**src/rtl/regfile_pkg.sv**
```systemverilog
// Shared widths, grant encoding and the arbitration rule for the register-file write arbiter.
package regfile_pkg;

  localparam int ADDR_W   = 5;
  localparam int DATA_W   = 32;
  localparam int NUM_REGS = 32;

  typedef enum logic [1:0] {
    GNT_NONE  = 2'b00,
    GNT_SLOT0 = 2'b01,
    GNT_SLOT1 = 2'b10
  } grant_e;

  // A lone full slot always wins; contention goes to the older slot on a shared
  // address, otherwise to whichever slot was not granted last time.
  function automatic grant_e arbitrate(
    input logic full0,
    input logic full1,
    input logic same_addr,
    input logic younger0,
    input logic younger1,
    input logic last_grant
  );
    grant_e g;
    case ({full0, full1})
      2'b10: g = GNT_SLOT0;
      2'b01: g = GNT_SLOT1;
      2'b11: begin
        if (same_addr) begin
          g = (younger0 && !younger1) ? GNT_SLOT1 : GNT_SLOT0;
        end else begin
          g = last_grant ? GNT_SLOT0 : GNT_SLOT1;
        end
      end
      default: g = GNT_NONE;
    endcase
    return g;
  endfunction

endpackage

```
**src/rtl/regfile_write_arbiter_if.sv**
```systemverilog
// Two requester write channels plus the register-file write port and hazard mask.
interface regfile_write_arbiter_if #(
  parameter int ADDR_W = regfile_pkg::ADDR_W,
  parameter int DATA_W = regfile_pkg::DATA_W
);

  logic                   req0_valid;
  logic                   req0_ready;
  logic [ADDR_W-1:0]      req0_addr;
  logic [DATA_W-1:0]      req0_data;

  logic                   req1_valid;
  logic                   req1_ready;
  logic [ADDR_W-1:0]      req1_addr;
  logic [DATA_W-1:0]      req1_data;

  logic                   we;
  logic [ADDR_W-1:0]      wa;
  logic [DATA_W-1:0]      wd;
  logic [(2**ADDR_W)-1:0] pending;

  modport master (
    output req0_valid, req0_addr, req0_data,
    output req1_valid, req1_addr, req1_data,
    input  req0_ready, req1_ready,
    input  we, wa, wd, pending
  );

  modport slave (
    input  req0_valid, req0_addr, req0_data,
    input  req1_valid, req1_addr, req1_data,
    output req0_ready, req1_ready,
    output we, wa, wd, pending
  );

endinterface

```
**src/rtl/rf_req_slot.sv**
```systemverilog
// One-entry request buffer; also tracks whether its entry is younger than the other slot's.
module rf_req_slot
  import regfile_pkg::*;
#(
  parameter int ADDR_W = regfile_pkg::ADDR_W,
  parameter int DATA_W = regfile_pkg::DATA_W
) (
  input  logic              clock,
  input  logic              reset,
  input  logic              valid,
  input  logic [ADDR_W-1:0] addr_in,
  input  logic [DATA_W-1:0] data_in,
  input  logic              grant,
  input  logic              other_grant,
  input  logic              younger_in,
  output logic              ready,
  output logic              full,
  output logic [ADDR_W-1:0] addr,
  output logic [DATA_W-1:0] data,
  output logic              younger
);

  logic              full_r;
  logic [ADDR_W-1:0] addr_r;
  logic [DATA_W-1:0] data_r;
  logic              younger_r;
  logic              accept_s;

  // Ready depends only on slot state and grant, never on valid.
  assign ready    = !full_r || grant;
  assign accept_s = valid && ready;

  // Load on accept, drain on grant; the age flag clears once the other entry leaves.
  always_ff @(posedge clock) begin
    if (reset) begin
      full_r    <= 1'b0;
      addr_r    <= {ADDR_W{1'b0}};
      data_r    <= {DATA_W{1'b0}};
      younger_r <= 1'b0;
    end else if (accept_s) begin
      full_r    <= 1'b1;
      addr_r    <= addr_in;
      data_r    <= data_in;
      younger_r <= younger_in;
    end else if (grant) begin
      full_r    <= 1'b0;
      younger_r <= 1'b0;
    end else begin
      younger_r <= younger_r && !other_grant;
    end
  end

  assign full    = full_r;
  assign addr    = addr_r;
  assign data    = data_r;
  assign younger = younger_r;

endmodule

```
**src/rtl/regfile_write_arbiter.sv**
```systemverilog
// Merges two buffered write requesters onto one registered register-file write port.
module regfile_write_arbiter
  import regfile_pkg::*;
#(
  parameter int ADDR_W = regfile_pkg::ADDR_W,
  parameter int DATA_W = regfile_pkg::DATA_W
) (
  input logic                     clock,
  input logic                     reset,
  regfile_write_arbiter_if.slave  bus
);

  logic              ready0_s, ready1_s;
  logic              full0_s, full1_s;
  logic [ADDR_W-1:0] addr0_s, addr1_s;
  logic [DATA_W-1:0] data0_s, data1_s;
  logic              younger0_s, younger1_s;
  logic              younger_in0_s, younger_in1_s;
  logic              grant0_s, grant1_s;
  logic              contended_s;
  grant_e            grant_s;

  logic              we_r;
  logic [ADDR_W-1:0] wa_r;
  logic [DATA_W-1:0] wd_r;
  logic              last_grant_r;
  logic [(2**ADDR_W)-1:0] pending_s;

  // On simultaneous acceptance slot 0 counts as the older entry.
  assign younger_in0_s = full1_s && !grant1_s;
  assign younger_in1_s = (full0_s && !grant0_s) || (bus.req0_valid && ready0_s);

  rf_req_slot #(.ADDR_W(ADDR_W), .DATA_W(DATA_W)) u_slot0 (
    .clock       (clock),
    .reset       (reset),
    .valid       (bus.req0_valid),
    .addr_in     (bus.req0_addr),
    .data_in     (bus.req0_data),
    .grant       (grant0_s),
    .other_grant (grant1_s),
    .younger_in  (younger_in0_s),
    .ready       (ready0_s),
    .full        (full0_s),
    .addr        (addr0_s),
    .data        (data0_s),
    .younger     (younger0_s)
  );

  rf_req_slot #(.ADDR_W(ADDR_W), .DATA_W(DATA_W)) u_slot1 (
    .clock       (clock),
    .reset       (reset),
    .valid       (bus.req1_valid),
    .addr_in     (bus.req1_addr),
    .data_in     (bus.req1_data),
    .grant       (grant1_s),
    .other_grant (grant0_s),
    .younger_in  (younger_in1_s),
    .ready       (ready1_s),
    .full        (full1_s),
    .addr        (addr1_s),
    .data        (data1_s),
    .younger     (younger1_s)
  );

  // Grant from slot state only.
  always_comb begin
    grant_s     = arbitrate(full0_s, full1_s, addr0_s == addr1_s,
                            younger0_s, younger1_s, last_grant_r);
    contended_s = full0_s && full1_s;
    grant0_s    = 1'b0;
    grant1_s    = 1'b0;
    case (grant_s)
      GNT_SLOT0: grant0_s = 1'b1;
      GNT_SLOT1: grant1_s = 1'b1;
      default: begin
        grant0_s = 1'b0;
        grant1_s = 1'b0;
      end
    endcase
  end

  // Registered write port; address and data hold while idle.
  always_ff @(posedge clock) begin
    if (reset) begin
      we_r <= 1'b0;
      wa_r <= {ADDR_W{1'b0}};
      wd_r <= {DATA_W{1'b0}};
    end else if (grant0_s) begin
      we_r <= 1'b1;
      wa_r <= addr0_s;
      wd_r <= data0_s;
    end else if (grant1_s) begin
      we_r <= 1'b1;
      wa_r <= addr1_s;
      wd_r <= data1_s;
    end else begin
      we_r <= 1'b0;
    end
  end

  // Round-robin history moves only when both slots competed.
  always_ff @(posedge clock) begin
    if (reset) begin
      last_grant_r <= 1'b1;
    end else if (contended_s) begin
      last_grant_r <= grant1_s;
    end else begin
      last_grant_r <= last_grant_r;
    end
  end

  // A register stays pending until the write has left the output stage.
  always_comb begin
    pending_s = {(2**ADDR_W){1'b0}};
    for (int i = 0; i < 2**ADDR_W; i++) begin
      pending_s[i] = (full0_s && (addr0_s == ADDR_W'(i))) ||
                     (full1_s && (addr1_s == ADDR_W'(i))) ||
                     (we_r    && (wa_r    == ADDR_W'(i)));
    end
  end

  assign bus.req0_ready = ready0_s;
  assign bus.req1_ready = ready1_s;
  assign bus.we         = we_r;
  assign bus.wa         = wa_r;
  assign bus.wd         = wd_r;
  assign bus.pending    = pending_s;

endmodule
```
**src/flat_wrapper.sv**
```systemverilog
// flat-port wrapper written by rule: the top's interface ports become plain ports
module regfile_write_arbiter_flat import regfile_pkg::*;
#(
  parameter int ADDR_W = regfile_pkg::ADDR_W,
  parameter int DATA_W = regfile_pkg::DATA_W
)
  (clock, reset, bus_req0_valid, bus_req0_addr, bus_req0_data, bus_req1_valid, bus_req1_addr, bus_req1_data, bus_req0_ready, bus_req1_ready, bus_we, bus_wa, bus_wd, bus_pending);
  regfile_write_arbiter_if #(.ADDR_W(ADDR_W), .DATA_W(DATA_W)) bus_i ();
  input logic clock;
  input logic reset;
  input wire logic [$bits(bus_i.req0_valid)-1:0] bus_req0_valid;
  input wire logic [$bits(bus_i.req0_addr)-1:0] bus_req0_addr;
  input wire logic [$bits(bus_i.req0_data)-1:0] bus_req0_data;
  input wire logic [$bits(bus_i.req1_valid)-1:0] bus_req1_valid;
  input wire logic [$bits(bus_i.req1_addr)-1:0] bus_req1_addr;
  input wire logic [$bits(bus_i.req1_data)-1:0] bus_req1_data;
  output wire logic [$bits(bus_i.req0_ready)-1:0] bus_req0_ready;
  output wire logic [$bits(bus_i.req1_ready)-1:0] bus_req1_ready;
  output wire logic [$bits(bus_i.we)-1:0] bus_we;
  output wire logic [$bits(bus_i.wa)-1:0] bus_wa;
  output wire logic [$bits(bus_i.wd)-1:0] bus_wd;
  output wire logic [$bits(bus_i.pending)-1:0] bus_pending;
  assign bus_i.req0_valid = bus_req0_valid;
  assign bus_i.req0_addr = bus_req0_addr;
  assign bus_i.req0_data = bus_req0_data;
  assign bus_i.req1_valid = bus_req1_valid;
  assign bus_i.req1_addr = bus_req1_addr;
  assign bus_i.req1_data = bus_req1_data;
  assign bus_req0_ready = bus_i.req0_ready;
  assign bus_req1_ready = bus_i.req1_ready;
  assign bus_we = bus_i.we;
  assign bus_wa = bus_i.wa;
  assign bus_wd = bus_i.wd;
  assign bus_pending = bus_i.pending;
  regfile_write_arbiter #(.ADDR_W(ADDR_W), .DATA_W(DATA_W)) u_core (.clock(clock), .reset(reset), .bus(bus_i));
endmodule
```
**config.mk**
```make
export PLATFORM = sky130hd
export DESIGN_NAME = regfile_write_arbiter_flat
export DESIGN_NICKNAME = d
export VERILOG_FILES = /design/src/rtl/regfile_pkg.sv /design/src/rtl/regfile_write_arbiter_if.sv /design/src/rtl/rf_req_slot.sv /design/src/rtl/regfile_write_arbiter.sv /design/src/flat_wrapper.sv
export SDC_FILE = /design/constraint.sdc
export NUM_CORES = 1
export LEC_CHECK = 0
export CORE_UTILIZATION = 40
export CTS_BUF_LIST = sky130_fd_sc_hd__clkbuf_4
export DETAILED_ROUTE_END_ITERATION = 6
export PLACE_DENSITY = 0.71
export REMOVE_ABC_BUFFERS = 1
export SLEW_MARGIN = 15
export SYNTH_ARGS = -nofsm -noshare
export SYNTH_HDL_FRONTEND = slang
export SYNTH_SLANG_ARGS = --single-unit
```
**constraint.sdc**
```tcl
create_clock -name clock -period 2.82 [get_ports clock]
set_input_delay 0.564 -clock clock [delete_from_list [all_inputs] [get_ports clock]]
set_output_delay 0.564 -clock clock [all_outputs]
set_load 0.005 [all_outputs]
```
Figure 1. Floorplan with the power grid (run 1).
Pins as bars on the die edge.
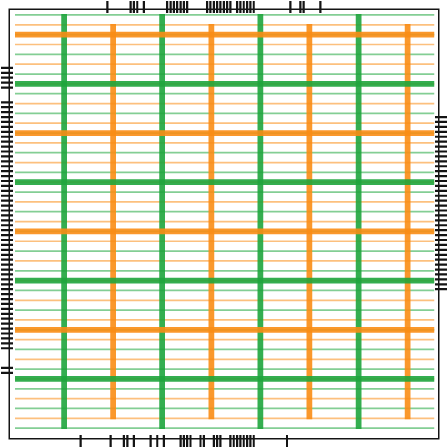
net	colour
VSS	green
VDD	orange
met4 straps	8
rows	42
met5 straps	8
Core Area: 13200 sq um
peak supply drop: 0.271 mV
Chip Height: 118 um

Figure 2. Sequential cells coloured by netlist name (run 1).
Other sequential cells in the stronger grey, the rest of the logic in the fainter grey.
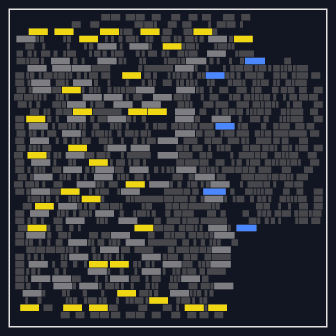
name in the netlist	colour	sequential cells
`u_core.bus.wd`	yellow	32
`u_core.bus.wa`	blue	5
not coloured	80
Seq. pwr: 1.81 mW
final core utilization: 60.6%
Reg area: 2360 sq um

Figure 3. Zoomed window (run 1).
Region (5, 64) to (55, 114) um. Cells in grey, sequential cells in the stronger grey; small squares are vias.
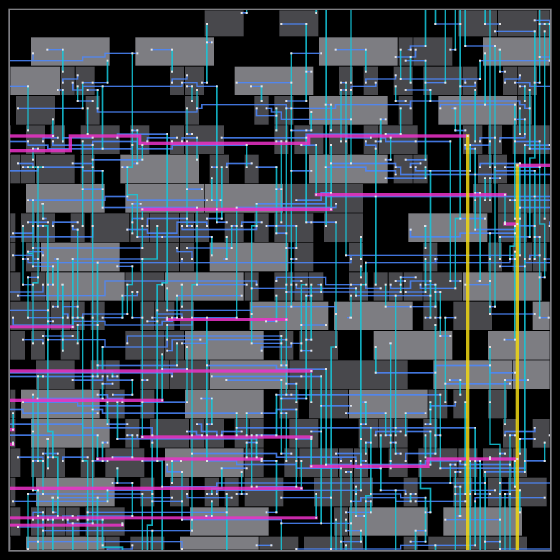
layer	colour
met2	cyan
met4	yellow
met3	magenta
met1	blue
sequential cells in the window	35
most frequent	nand2_1 (49), a21oi_1 (38), dfxtp_1 (35)
cells with their middle in the window	190
netlist names of flops here include	`u_core.u_slot0.data` (12), `u_core.u_slot1.data` (12), `u_core.bus.wd` (11)

==> results_dict.tcl, run 1 <==
# metrics dict for downstream scripts
set metrics [dict create \
    synth_area_sq_um 5410 \
    syn_avg_cell_area_sq_um 7.34 \
    dr_wl_met3_mm 1.22 \
    critical-path-top-delay-family "AND-OR/OR-AND gates" \
    comb_cells 557 \
    hold_start "u_core.u_slot1.data[2]" \
    antenna_found_initial 0 \
    critPathKind "reg -> out" \
    grt_most_used_layer "met2" \
    ys_warn_count 0 \
    end_kind "primary output" \
    mux_share_pct 6.84 \
    cts_hold_buffers 0 \
    setup_ws_ps -191 \
    power_leader "registers" \
    yosys.stat.seqShare_pct 43.3 \
    cts_tree "built" \
    initial_utilization_pct 40.9 \
    io_pins 150 \
    cp.required_ps 2260 \
    synth-edff-count 0 \
    period_needed_ps 3010 \
    pwr-share-clk_pct 33.0 \
    hold_viol 0 \
    hp-class "reg -> reg" \
    place.gp.congestion 0.865 \
    power.density_nw_per_um2 494 \
    cts_sinks 117 \
    p_comb_share_pct 21.3 \
    grt_max_degree 62 \
    cp.depth 8 \
    p_sw_share_pct 27.6 \
    vias 5603 \
    ys_types 34 \
    cts-resized-gates 47 \
    xor_share_pct 0.162 \
    largest_cell_class "combinational gates" \
    insertion_delay_ps 510 \
    r2r_start "u_core.u_slot1.addr[1]" \
    slew_headroom_pct 59.4 \
    met2_length_mm 7.52 \
    nonClkBufAreaFrac_pct 25.5 \
    p_comb_mw 0.844 \
    synth_adder_area_share_pct 0.462 \
    antenna_cells 0 \
    tap_cells 176 \
    cts_root_buffer "clkbuf_4" \
    maxCapViolCount 0 \
    grt_pass1_wl_mm 24.9 \
    rsz0062_at_grt "true" \
    setup_viol 2 \
    grt_pass1_vias 5058 \
    fin_total_pwr_mw 3.97 \
    grt_overflow 0 \
    globalRouteMet2Util_pct 36.6 \
    path_cells "nor2b_1, a2111o_1, o31a_1, o31a_1, ha_2, nor2_4, inv_2, buf_6" \
    ant_nets 0 \
    status "finished with violations" \
    clkCellAreaFrac_pct 3.80 \
    arrival_ps 2450 \
    ys.flop_type "dfxtp_1" \
    slew_violations 0 \
    p_leak_nw 3.23 \
    place_hpwl_mm 10.5 \
    violations "negative setup slack" \
    synth_flops 117 \
    fin_worst_hold_slack_ps 458 \
    post-route-period-util_pct 107 \
    wl_met1_mm 6.87 \
    numCtsBuffers 17 \
]
==> run 1 -> run 2 <==
--- a/config.mk
+++ b/config.mk
@@ -10,7 +10,7 @@
 export DETAILED_ROUTE_END_ITERATION = 6
 export PLACE_DENSITY = 0.71
 export REMOVE_ABC_BUFFERS = 1
-export SLEW_MARGIN = 15
+export SLEW_MARGIN = 20
 export SYNTH_ARGS = -nofsm -noshare
 export SYNTH_HDL_FRONTEND = slang
 export SYNTH_SLANG_ARGS = --single-unit
Figure 4. Gate-type map (run 2).
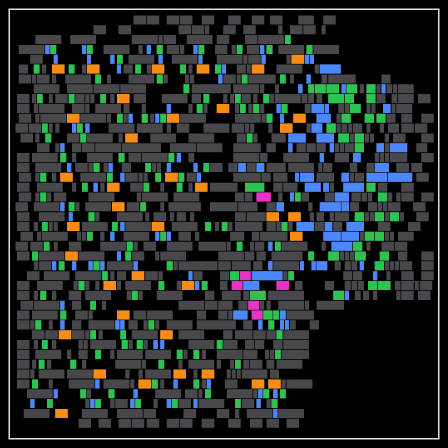
family	colour	cells
AND-OR and OR-AND gates	magenta	6
multiplexers	orange	37
inverting AOI/OAI gates	green	150
NOR gates	blue	121
fin cells: 1094
logic share of the area: 38.1%

==> run 2 against run 1 <==
  * The flow still finishes with violations (negative setup slack)
  * Synthesized cell count unchanged
  * Synthesized area unchanged
  * Via count unchanged
==> results_dict.tcl, run 2 <==
# metrics dict for downstream scripts
set metrics [dict create \
    status "finished with violations" \
    violations "negative setup slack" \
    power_leader "registers" \
    nonClkBufAreaFrac_pct 25.5 \
    slew_violations 0 \
    cts_root_buffer "clkbuf_4" \
    setup_viol 2 \
    setup_ws_ps -191 \
    synth-edff-count 0 \
    grt_pass1_vias 5058 \
    largest_cell_class "combinational gates" \
    grt_overflow 0 \
    die_h_um 118 \
    end_kind "primary output" \
    place.gp.congestion 0.865 \
    rsz0062_at_grt "true" \
    arrival_ps 2450 \
    numCtsBuffers 17 \
    insertion_delay_ps 510 \
    critical-path-top-delay-family "AND-OR/OR-AND gates" \
    post-route-period-util_pct 107 \
    power.density_nw_per_um2 494 \
    place_hpwl_mm 10.5 \
    grt_max_degree 62 \
    vias 5603 \
    r2r_start "u_core.u_slot1.addr[1]" \
    initial_utilization_pct 40.9 \
    cts_sinks 117 \
    p_leak_nw 3.23 \
    seq_power_mw 1.81 \
    globalRouteMet2Util_pct 36.6 \
    cts_tree "built" \
    hp-class "reg -> reg" \
    grt_most_used_layer "met2" \
    antenna_cells 0 \
    synth_adder_area_share_pct 0.462 \
    final_util_pct 60.6 \
    synth_area_sq_um 5410 \
    ys_warn_count 0 \
    period_needed_ps 3010 \
    cts-resized-gates 47 \
    synth_flops 117 \
    coreArea_sq_um 13200 \
    pwr-share-clk_pct 33.0 \
    wl_met1_mm 6.87 \
    hold_viol 0 \
    comb_cells 557 \
    cts_hold_buffers 0 \
    path_cells "nor2b_1, a2111o_1, o31a_1, o31a_1, ha_2, nor2_4, inv_2, buf_6" \
    antenna_found_initial 0 \
    maxCapViolCount 0 \
    fin_worst_hold_slack_ps 458 \
    hold_start "u_core.u_slot1.data[2]" \
    cp.depth 8 \
    syn_avg_cell_area_sq_um 7.34 \
    p_comb_share_pct 21.3 \
]
Figure 5. Zoomed window (run 2).
Region (5, 64) to (55, 114) um. Cells in grey, sequential cells in the stronger grey; small squares are vias.
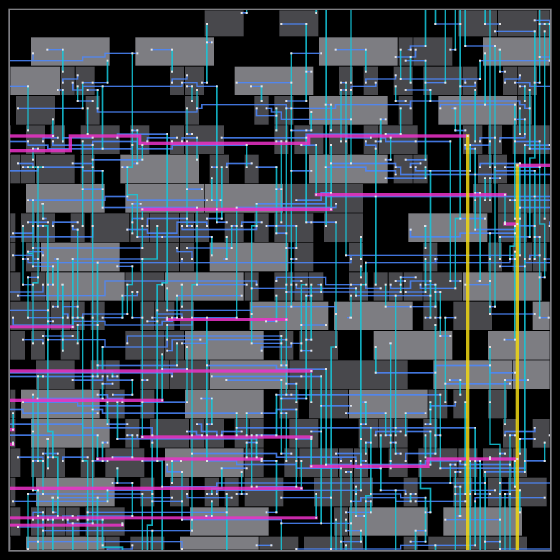
layer	colour
met1	blue
met4	yellow
met3	magenta
met2	cyan
sequential cells in the window	35
netlist names of flops here include	`u_core.u_slot0.data` (12), `u_core.u_slot1.data` (12), `u_core.bus.wd` (11)
most frequent	nand2_1 (49), a21oi_1 (38), dfxtp_1 (35)
cells with their middle in the window	190

Figure 6. The clock network (run 2).
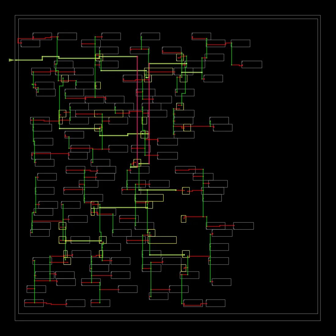

==> run 2 -> run 3 <==
--- a/config.mk
+++ b/config.mk
@@ -5,6 +5,7 @@
 export SDC_FILE = /design/constraint.sdc
 export NUM_CORES = 1
 export LEC_CHECK = 0
+export CORE_MARGIN = 2
 export CORE_UTILIZATION = 40
 export CTS_BUF_LIST = sky130_fd_sc_hd__clkbuf_4
 export DETAILED_ROUTE_END_ITERATION = 6
Figure 7. The clock network (run 3).
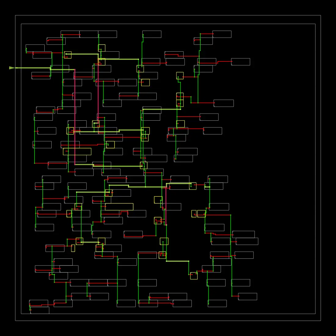
Clock Power: 1.21 mW
flop count: 117
Worst Skew: 18.8 ps

==> run 3 against run 2 <==
  * Combinational power up about 10%
  * Clock power shrank 8%
  * Cell count is 0.64% higher
  * Clock-buffer cell count decreased by 2
  * Hold slack better by 2.2 ps
  * Critical endpoint is now bus_req1_ready
  * Synthesized cell count unchanged
  * The flow still finishes with violations (negative setup slack)
  * Cell area up 2.3%
  * Die size is 3.4% higher
==> results_dict.tcl, run 3 <==
# metrics dict for downstream scripts
set metrics [dict create \
    place_hpwl_mm 11.0 \
    final-seq-area_sq_um 2360 \
    cts_root_buffer "clkbuf_4" \
    status "finished with violations" \
    clkCellAreaFrac_pct 3.48 \
    seq_power_mw 1.82 \
    numCtsBuffers 17 \
    cts-resized-gates 68 \
    ant_nets 0 \
    violations "negative setup slack" \
    critical-path-top-delay-family "AND-OR/OR-AND gates" \
    r2r_start "u_core.u_slot1.addr[1]" \
    critPathKind "reg -> out" \
    slew_violations 0 \
    hold_viol 0 \
    comb_area_share_pct 37.6 \
    fin_worst_hold_slack_ps 461 \
    nonClkBufAreaFrac_pct 27.0 \
    slew_headroom_pct 57.3 \
    tap_cells 176 \
    setup_viol 2 \
    syn_avg_cell_area_sq_um 7.34 \
    cp.depth 9 \
    hp-class "reg -> reg" \
    met2_length_mm 7.94 \
    antenna_found_initial 0 \
    p_leak_nw 3.30 \
    grt_pass1_vias 5300 \
    globalRouteMet2Util_pct 37.0 \
    largest_cell_class "combinational gates" \
    ys_warn_count 0 \
    comb_cells 557 \
    power_leader "registers" \
    setup_ws_ps -248 \
    fin_total_pwr_mw 3.96 \
    insertion_delay_ps 520 \
]
Figure 8. Zoomed window (run 3).
Region (5, 65) to (55, 115) um. Cells in grey, sequential cells in the stronger grey; small squares are vias.
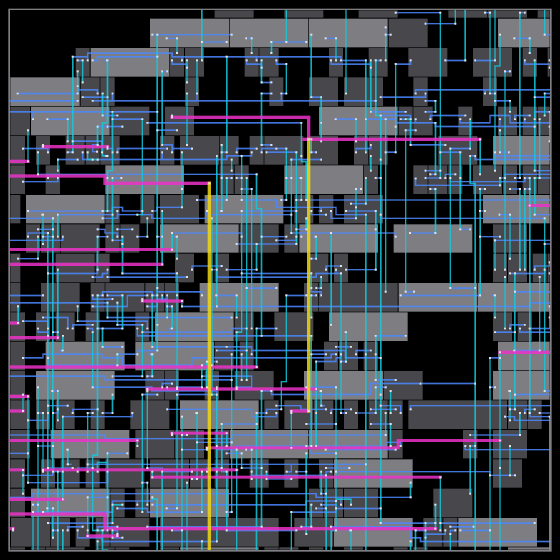
layer	colour
met4	yellow
met2	cyan
met1	blue
met3	magenta
netlist names of flops here include	`u_core.u_slot0.data` (13), `u_core.bus.wd` (12), `u_core.u_slot1.data` (12)
most frequent	nand2_1 (47), dfxtp_1 (37), a21oi_1 (34)
cells with their middle in the window	182
sequential cells in the window	37

Power is estimated from default activity; no workload was simulated.
